Run 1, the clock network:
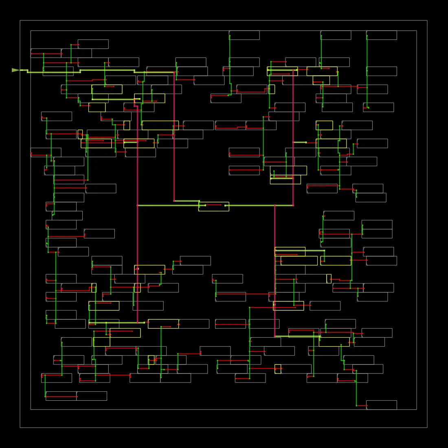
Run 1, cells by drive strength:
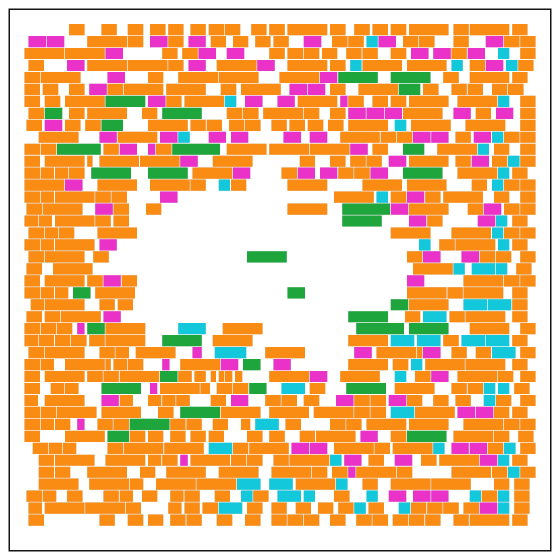
Run 1, gate-type map:
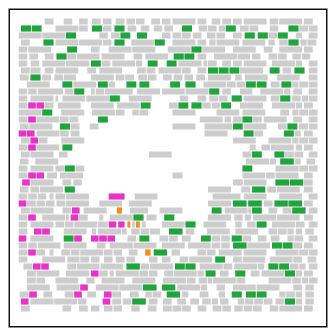
$ cat src/rtl/mem_access_stage.sv
// Memory stage: EX->M pipeline register plus a req/ack data-bus master.
// Holds the upstream pipeline while a load or store waits for its ack.
module mem_access_stage #(
    parameter int M = 32,
    parameter int N = 5
) (
    input  logic         CLK,
    input  logic         RST,
    input  logic         regWriteE,
    input  logic         memToRegE,
    input  logic         memReadE,
    input  logic         memWriteE,
    input  logic [M-1:0] ALUE,
    input  logic [M-1:0] writeDataE,
    input  logic [N-1:0] writeRE,
    input  logic [M-1:0] pcPlusE,
    output logic         memReq,
    output logic         memWe,
    output logic [M-1:0] memAddr,
    output logic [M-1:0] memWData,
    input  logic [M-1:0] memRData,
    input  logic         memAck,
    output logic         stallM,
    output logic [M-1:0] RD,
    output logic [M-1:0] ALUM,
    output logic [N-1:0] writeRM,
    output logic [M-1:0] pcPlusM,
    output logic         regWriteM,
    output logic         memToRegM
);

    typedef enum logic {IDLE, BUSY} state_t;

    state_t       state;
    state_t       state_next;
    logic         reg_write;
    logic         mem_read;
    logic         mem_write;
    logic [M-1:0] write_data;
    logic         capture;
    logic         is_load;

    assign capture = (state == IDLE);
    // A simultaneous read+write is issued as a store, so it never loads.
    assign is_load = mem_read & ~mem_write;

    always_ff @(posedge CLK or posedge RST) begin
        if (RST) begin
            state      <= IDLE;
            reg_write  <= 1'b0;
            memToRegM  <= 1'b0;
            mem_read   <= 1'b0;
            mem_write  <= 1'b0;
            ALUM       <= '0;
            write_data <= '0;
            writeRM    <= '0;
            pcPlusM    <= '0;
            RD         <= '0;
        end else begin
            state <= state_next;
            if (capture) begin
                reg_write  <= regWriteE;
                memToRegM  <= memToRegE;
                mem_read   <= memReadE;
                mem_write  <= memWriteE;
                ALUM       <= ALUE;
                write_data <= writeDataE;
                writeRM    <= writeRE;
                pcPlusM    <= pcPlusE;
                if (!(memReadE && !memWriteE))
                    RD <= '0;
            end else if (memAck && is_load) begin
                RD <= memRData;
            end
        end
    end

    always_comb begin
        state_next = state;
        case (state)
            IDLE: if (memReadE || memWriteE) state_next = BUSY;
            BUSY: if (memAck) state_next = IDLE;
            default: state_next = IDLE;
        endcase
    end

    assign stallM    = (state == BUSY);
    assign memReq    = (state == BUSY);
    assign memWe     = (state == BUSY) & mem_write;
    assign memAddr   = ALUM;
    assign memWData  = write_data;
    assign regWriteM = reg_write & (state == IDLE);

endmodule
$ cat config.mk
export PLATFORM = sky130hd
export DESIGN_NAME = mem_access_stage
export DESIGN_NICKNAME = d
export VERILOG_FILES = /design/src/rtl/mem_access_stage.sv
export SDC_FILE = /design/constraint.sdc
export NUM_CORES = 1
export LEC_CHECK = 0
export CAP_MARGIN = 10
export CORE_MARGIN = 3
export CORE_UTILIZATION = 40
export CTS_CLUSTER_SIZE = 14
export DETAILED_ROUTE_END_ITERATION = 7
export GPL_TIMING_DRIVEN = 0
export HOLD_SLACK_MARGIN = 0.1
export PLACE_DENSITY = 0.83
export SLEW_MARGIN = 20
export SYNTH_ARGS = -nofsm -noshare
export SYNTH_HDL_FRONTEND = slang
export SYNTH_SLANG_ARGS = --single-unit
$ cat constraint.sdc
create_clock -name CLK -period 6.8 [get_ports CLK]
set_clock_uncertainty 0.05 [all_clocks]
set_input_delay 1.02 -clock CLK [delete_from_list [all_inputs] [get_ports CLK]]
set_output_delay 1.02 -clock CLK [all_outputs]
set_load 0.1 [all_outputs]
==> flow_metrics.py, run 1 <==
# Metrics from the implementation run
metrics = {
    "outcome": {
        "status": "finished, final reports clean",
    },
    "detailed_routing": {
        "drtIter0Drc": 166,
        "routedLengthMet1_um": 5200,
        "drtAntennaViolNets": 0,
        "wl_per_cell_um": 17.5,
        "wl_met2_um": 8110,
        "routed-wl-met3_um": 1430,
        "vias": 4002,
        "drc_errors": 0,
        "vias_per_cell": 4.69,
        "drt_wl_total_um": 15000,
    },
    "power": {
        "vdd_drop_max_mv": 0.246,
        "powerComb_mw": 2.17,
        "leakagePower_nw": 4.10,
        "internal-power_mw": 2.16,
        "power_mw": 4.17,
        "maxPowerGroup": "combinational logic",
        "switching_share_pct": 48.3,
        "switching_power_mw": 2.01,
        "p_clk_share_pct": 22.4,
        "pwr-share-comb_pct": 52.2,
    },
    "placed_design": {
        "dp_slack_ns": 3.51,
        "place_area_mm2": 0.00880,
        "portBuffers": 309,
        "dp.final_hpwl_um": 11600,
        "placedCellCount": 822,
    },
    "timing": {
        "holdWs_ns": 0.452,
        "period_minus_slack_ns": 3.68,
        "totalNegativeSetupSlack_ns": 0,
        "fmax_mhz": 272,
        "worst_slew_pin_slew_ns": 1.02,
        "hold_viol_final": 0,
        "post-route-period-util_pct": 54.2,
        "setup_slack_ns": 3.12,
        "rsz0062_at_grt": "no",
        "drv_slew": 0,
    },
    "setup_path": {
        "path_depth": 5,
        "r2r_slack_ns": 5.30,
        "crit_path_frequent_cell": "buf_6",
        "critPathRequiredTime_ns": 5.73,
        "cp_data_arrival_time_ns": 2.61,
        "critPathLaunch": "memReq$_DFF_PP0_",
        "cp-start-kind": "flip-flop",
        "crit_end": "regWriteM",
        "criticalPathCategory": "reg -> out",
        "crit_family": "buffers and inverters",
        "end_kind": "output port",
        "crit_chain": "buf_6, buf_6, buf_6, nor2b_1, clkdlybuf4s50_1",
        "crit_buf_inv": 4,
        "path_max_fanout": 10,
    },
    "clock_network": {
        "worstSkewPairLatency_ns": 0.40,
        "cts_tree": "done",
        "htree_levels": 4,
        "clk_pin_slew_ns": 0.05,
        "cts_buffer_depth": 2,
        "hold_buffers": 0,
        "root_buffer": "clkbuf_16",
        "post_cts_buffers": 0,
        "post_cts_resized": 0,
    },
    "logic_synthesis": {
        "yosys.stat.seqShare_pct": 63.3,
        "synth_warnings": 0,
        "simple_gate_share_pct": 0.872,
        "synth_flops": 138,
        "ys_cells": 336,
        "top_cell_area_share_pct": 63.3,
        "aoi_share_pct": 5.69,
        "yosysChipArea_mm2": 0.00546,
        "synth.distinct_cells": 17,
        "syn-instance-count": 336,
        "yosysTopAreaCell": "dfrtp_1",
        "fp_nets": 476,
        "ys_sh_xor_pct": 0,
        "postSynthAreaPerCell_um2": 16.2,
        "area_leaders": "dfrtp_1, mux2_2, buf_4",
        "ys_sh_adder_pct": 0,
        "logic_family": "multiplexers",
        "synth_area_mm2": 0.00546,
        "synth-edff-count": 0,
        "synthFlopType": "dfrtp_1",
    },
    "final_layout": {
        "seq_share_pct": 36.7,
        "buffers": 361,
        "fin_nets": 805,
        "buf_share_pct": 37.4,
        "dominant_cells": "non-clock buffers",
        "seq_area_mm2": 0.00345,
        "mostFrequentLayoutCells": "clkdlybuf4s50_1, dfrtp_1, mux2_2",
        "combGateArea_mm2": 0.00159,
        "fin_util_pct": 70.8,
        "clockNetworkAreaShare_pct": 6.45,
        "area_delta_synth_final_pct": 72.5,
        "n_all_inverters": 2,
        "fillCellCount": 876,
        "num-multi-input-gates": 145,
        "postLayoutCellArea_mm2": 0.00941,
        "diodes": 0,
    },
    "die": {
        "dieArea_mm2": 0.0151,
        "row_count": 42,
        "core_area_mm2": 0.0133,
        "initCoreUtil_pct": 41.0,
        "die_w_um": 123,
        "num_io_pins": 310,
    },
    "global_route": {
        "met2_usage_pct": 35.6,
        "grt_use_total_pct": 19.8,
        "grt_util_met3_pct": 7.65,
        "first_global_vias": 4285,
        "grt_pass1_wl_um": 22600,
        "top_usage_layer": "met2",
        "antenna_found_initial": 0,
        "grt_remaining_overflow": 0,
    },
    "worst_hold_path": {
        "min_path_cells": 1,
        "worstHoldStart": "memWData[12]$_DFFE_PP0N_",
        "hold_class": "reg -> reg",
        "holdPathEnd": "memWData[12]$_DFFE_PP0N_",
    },
    "flow_run": {
        "warnings": 26,
    },
}
## Picture notes: 'the clock network'
clk sinks: 138
flip-flops: 138
clock buffers: 24
clk pwr: 0.933 mW
Inserted Clock Buffers: 17

## Picture notes: 'cells by drive strength'
_0 and _1 cells -> orange  # cells 489, most used clkdlybuf4s50_1
_6 and larger -> green  # cells 33, most used clkbuf_16
_3 and _4 cells -> cyan  # cells 60, most used buf_4
_2 cells -> magenta  # cells 96, most used mux2_2

## Picture notes: 'gate-type map'
multiplexers -> green  # cells 104, where spread over the die
AND-OR and OR-AND gates -> magenta  # cells 34
NOR gates -> orange  # cells 4
Comb/total area: 16.9%
Post-Layout Cell Count: 854
most numerous logic cell after layout: clkdlybuf4s50_1

--- run 2 (diff from run 1) ---
Settings changed: CORE_UTILIZATION 40 to 38, PLACE_DENSITY 0.83 to 0.8.
Clock period 6.8 ns to 3.4 ns, I/O delays scaled along.
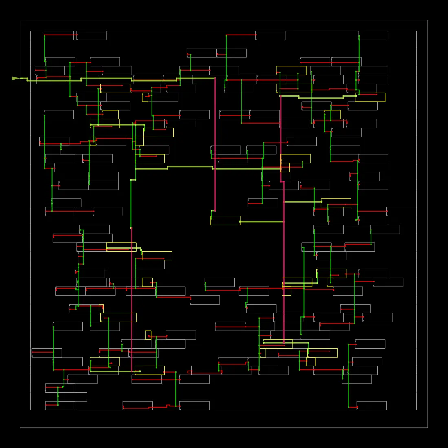
Run 2: the clock network
clk pwr: 1.80 mW
clk ins delay skew pair: 0.41 ns

==> run 2 against run 1 <==
Critical path depth stayed put. Largest power group unchanged. Non-clock buffer count is 3 higher. Critical endpoint unchanged. Largest cell class unchanged. Utilization is 3.0 points lower.
==> flow_metrics.py, run 2 <==
# Metrics from the implementation run
metrics = {
    "logic_synthesis": {
        "synth-edff-count": 0,
        "synthArstFlopShare_pct": 100,
        "ys_sh_xor_pct": 0,
        "synth.distinct_cells": 17,
        "yosysTopAreaCell": "dfrtp_1",
        "syn-instance-count": 336,
        "synthFlopType": "dfrtp_1",
        "top_cell": "dfrtp_1",
        "simple_gate_share_pct": 0.872,
        "ys_sh_adder_pct": 0,
        "area_leaders": "dfrtp_1, mux2_2, buf_4",
        "synth_warnings": 0,
        "yosysChipArea_mm2": 0.00546,
        "logic_family": "multiplexers",
        "netlist_top_cells_count": "dfrtp_1, mux2_2, buf_4",
        "postSynthAreaPerCell_um2": 16.2,
        "fp_nets": 476,
        "yosys.stat.seqShare_pct": 63.3,
        "synth_area_mm2": 0.00546,
        "ys_cells": 336,
        "top_cell_area_share_pct": 63.3,
        "aoi_share_pct": 5.69,
        "synth_flops": 138,
    },
    "power": {
        "leakagePower_nw": 4.09,
        "p_per_area_mw_per_mm2": 876,
        "p_clk_share_pct": 21.7,
        "maxPowerGroup": "combinational logic",
        "switching_power_mw": 4.07,
        "powerComb_mw": 4.35,
        "internal-power_mw": 4.20,
        "power_mw": 8.27,
        "switching_share_pct": 49.2,
        "pwr-share-comb_pct": 52.6,
        "vdd_drop_max_mv": 0.505,
        "seqPwrFrac_pct": 25.7,
    },
    "global_route": {
        "grt_remaining_overflow": 0,
        "grt_util_met3_pct": 6.74,
        "first_global_vias": 4436,
        "met2_usage_pct": 33.0,
        "grt_use_total_pct": 19.6,
        "grt_max_degree": 37,
        "grt_pass1_wl_um": 24200,
        "antenna_found_initial": 0,
        "top_usage_layer": "met2",
    },
    "final_layout": {
        "diodes": 0,
        "area_delta_synth_final_pct": 73.1,
        "buf_share_pct": 37.9,
        "dominant_cells": "non-clock buffers",
        "fin_nets": 808,
        "fin_util_pct": 67.8,
        "fillCellCount": 975,
        "comb-cell-share_pct": 16.9,
        "num-multi-input-gates": 145,
        "lay_top_count": "clkdlybuf4s50_1",
        "stdcell_count": 861,
        "n_clock_buffer": 20,
        "n_all_inverters": 2,
        "postLayoutCellArea_mm2": 0.00945,
        "seq_area_mm2": 0.00345,
        "mostFrequentLayoutCells": "clkdlybuf4s50_1, dfrtp_1, mux2_2",
        "combGateArea_mm2": 0.00159,
        "seq_cells": 138,
        "clockNetworkAreaShare_pct": 6.15,
        "buffers": 364,
        "seq_share_pct": 36.6,
    },
    "setup_path": {
        "r2r-end": "pcPlusM[28]$_DFFE_PP0N_",
        "critPathLaunch": "memReq$_DFF_PP0_",
        "cp-start-kind": "flip-flop",
        "crit_path_frequent_cell": "buf_6",
        "path_max_fanout": 10,
        "crit_buf_inv": 4,
        "cp_data_arrival_time_ns": 2.63,
        "end_kind": "output port",
        "slowest_delay_ns": 1.16,
        "slowest_stage": "clkdlybuf4s50_1",
        "crit_end": "regWriteM",
        "critPathRequiredTime_ns": 2.84,
        "criticalPathCategory": "reg -> out",
        "crit_chain": "buf_6, buf_6, buf_6, nor2b_1, clkdlybuf4s50_1",
        "crit_family": "buffers and inverters",
        "path_depth": 5,
        "r2r_slack_ns": 1.89,
    },
    "detailed_routing": {
        "routedLengthMet1_um": 5880,
        "routed-wl-met3_um": 1240,
        "drtIter0Drc": 143,
        "firstDrtPassIters": 4,
        "vias_per_cell": 4.64,
        "drc_errors": 0,
        "wl_met2_um": 7560,
        "drt_wl_total_um": 15100,
        "vias": 3992,
        "drtAntennaViolNets": 0,
        "wl_per_cell_um": 17.5,
        "dr.max_layer_used": "met4",
    },
    "clock_network": {
        "post_cts_buffers": 0,
        "cts_tree": "done",
        "hold_buffers": 0,
        "clk_pin_slew_ns": 0.06,
        "htree_levels": 4,
        "cts_buffer_depth": 2,
        "root_buffer": "clkbuf_16",
        "post_cts_resized": 0,
        "clkSinkCount": 138,
        "cts_made_buffers": 17,
    },
    "timing": {
        "slew_headroom_pct": 30.2,
        "post-route-period-util_pct": 93.7,
        "fmax_mhz": 314,
        "worst_slew_pin_slew_ns": 1.04,
        "totalNegativeSetupSlack_ns": 0,
        "hold_viol_final": 0,
        "period_minus_slack_ns": 3.19,
        "drv_slew": 0,
        "rsz0062_at_grt": "no",
        "setup_slack_ns": 0.215,
        "holdWs_ns": 0.427,
    },
    "die": {
        "die_w_um": 126,
        "dieHeight_um": 126,
        "tapCellCount": 180,
        "num_io_pins": 310,
        "row_count": 43,
        "core_area_mm2": 0.0139,
        "dieArea_mm2": 0.0158,
        "initCoreUtil_pct": 39.1,
    },
    "placed_design": {
        "dp.final_hpwl_um": 11700,
        "portBuffers": 309,
        "gp_congestion": 0.784,
        "place_area_mm2": 0.00886,
        "dp_slack_ns": 0.619,
        "placedCellCount": 829,
    },
    "worst_hold_path": {
        "hold_class": "in -> async",
    },
    "flow_run": {
        "maxCapViolations": 0,
        "warnings": 26,
    },
    "outcome": {
        "status": "finished, final reports clean",
    },
}
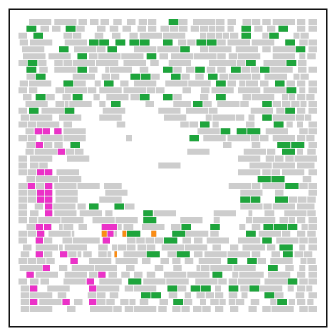
Run 2: gate-type map
NOR gates -> orange  # cells 4
multiplexers -> green  # cells 104, where spread over the die
AND-OR and OR-AND gates -> magenta  # cells 34

No activity file was given, so power comes from the tool's default toggle rates.
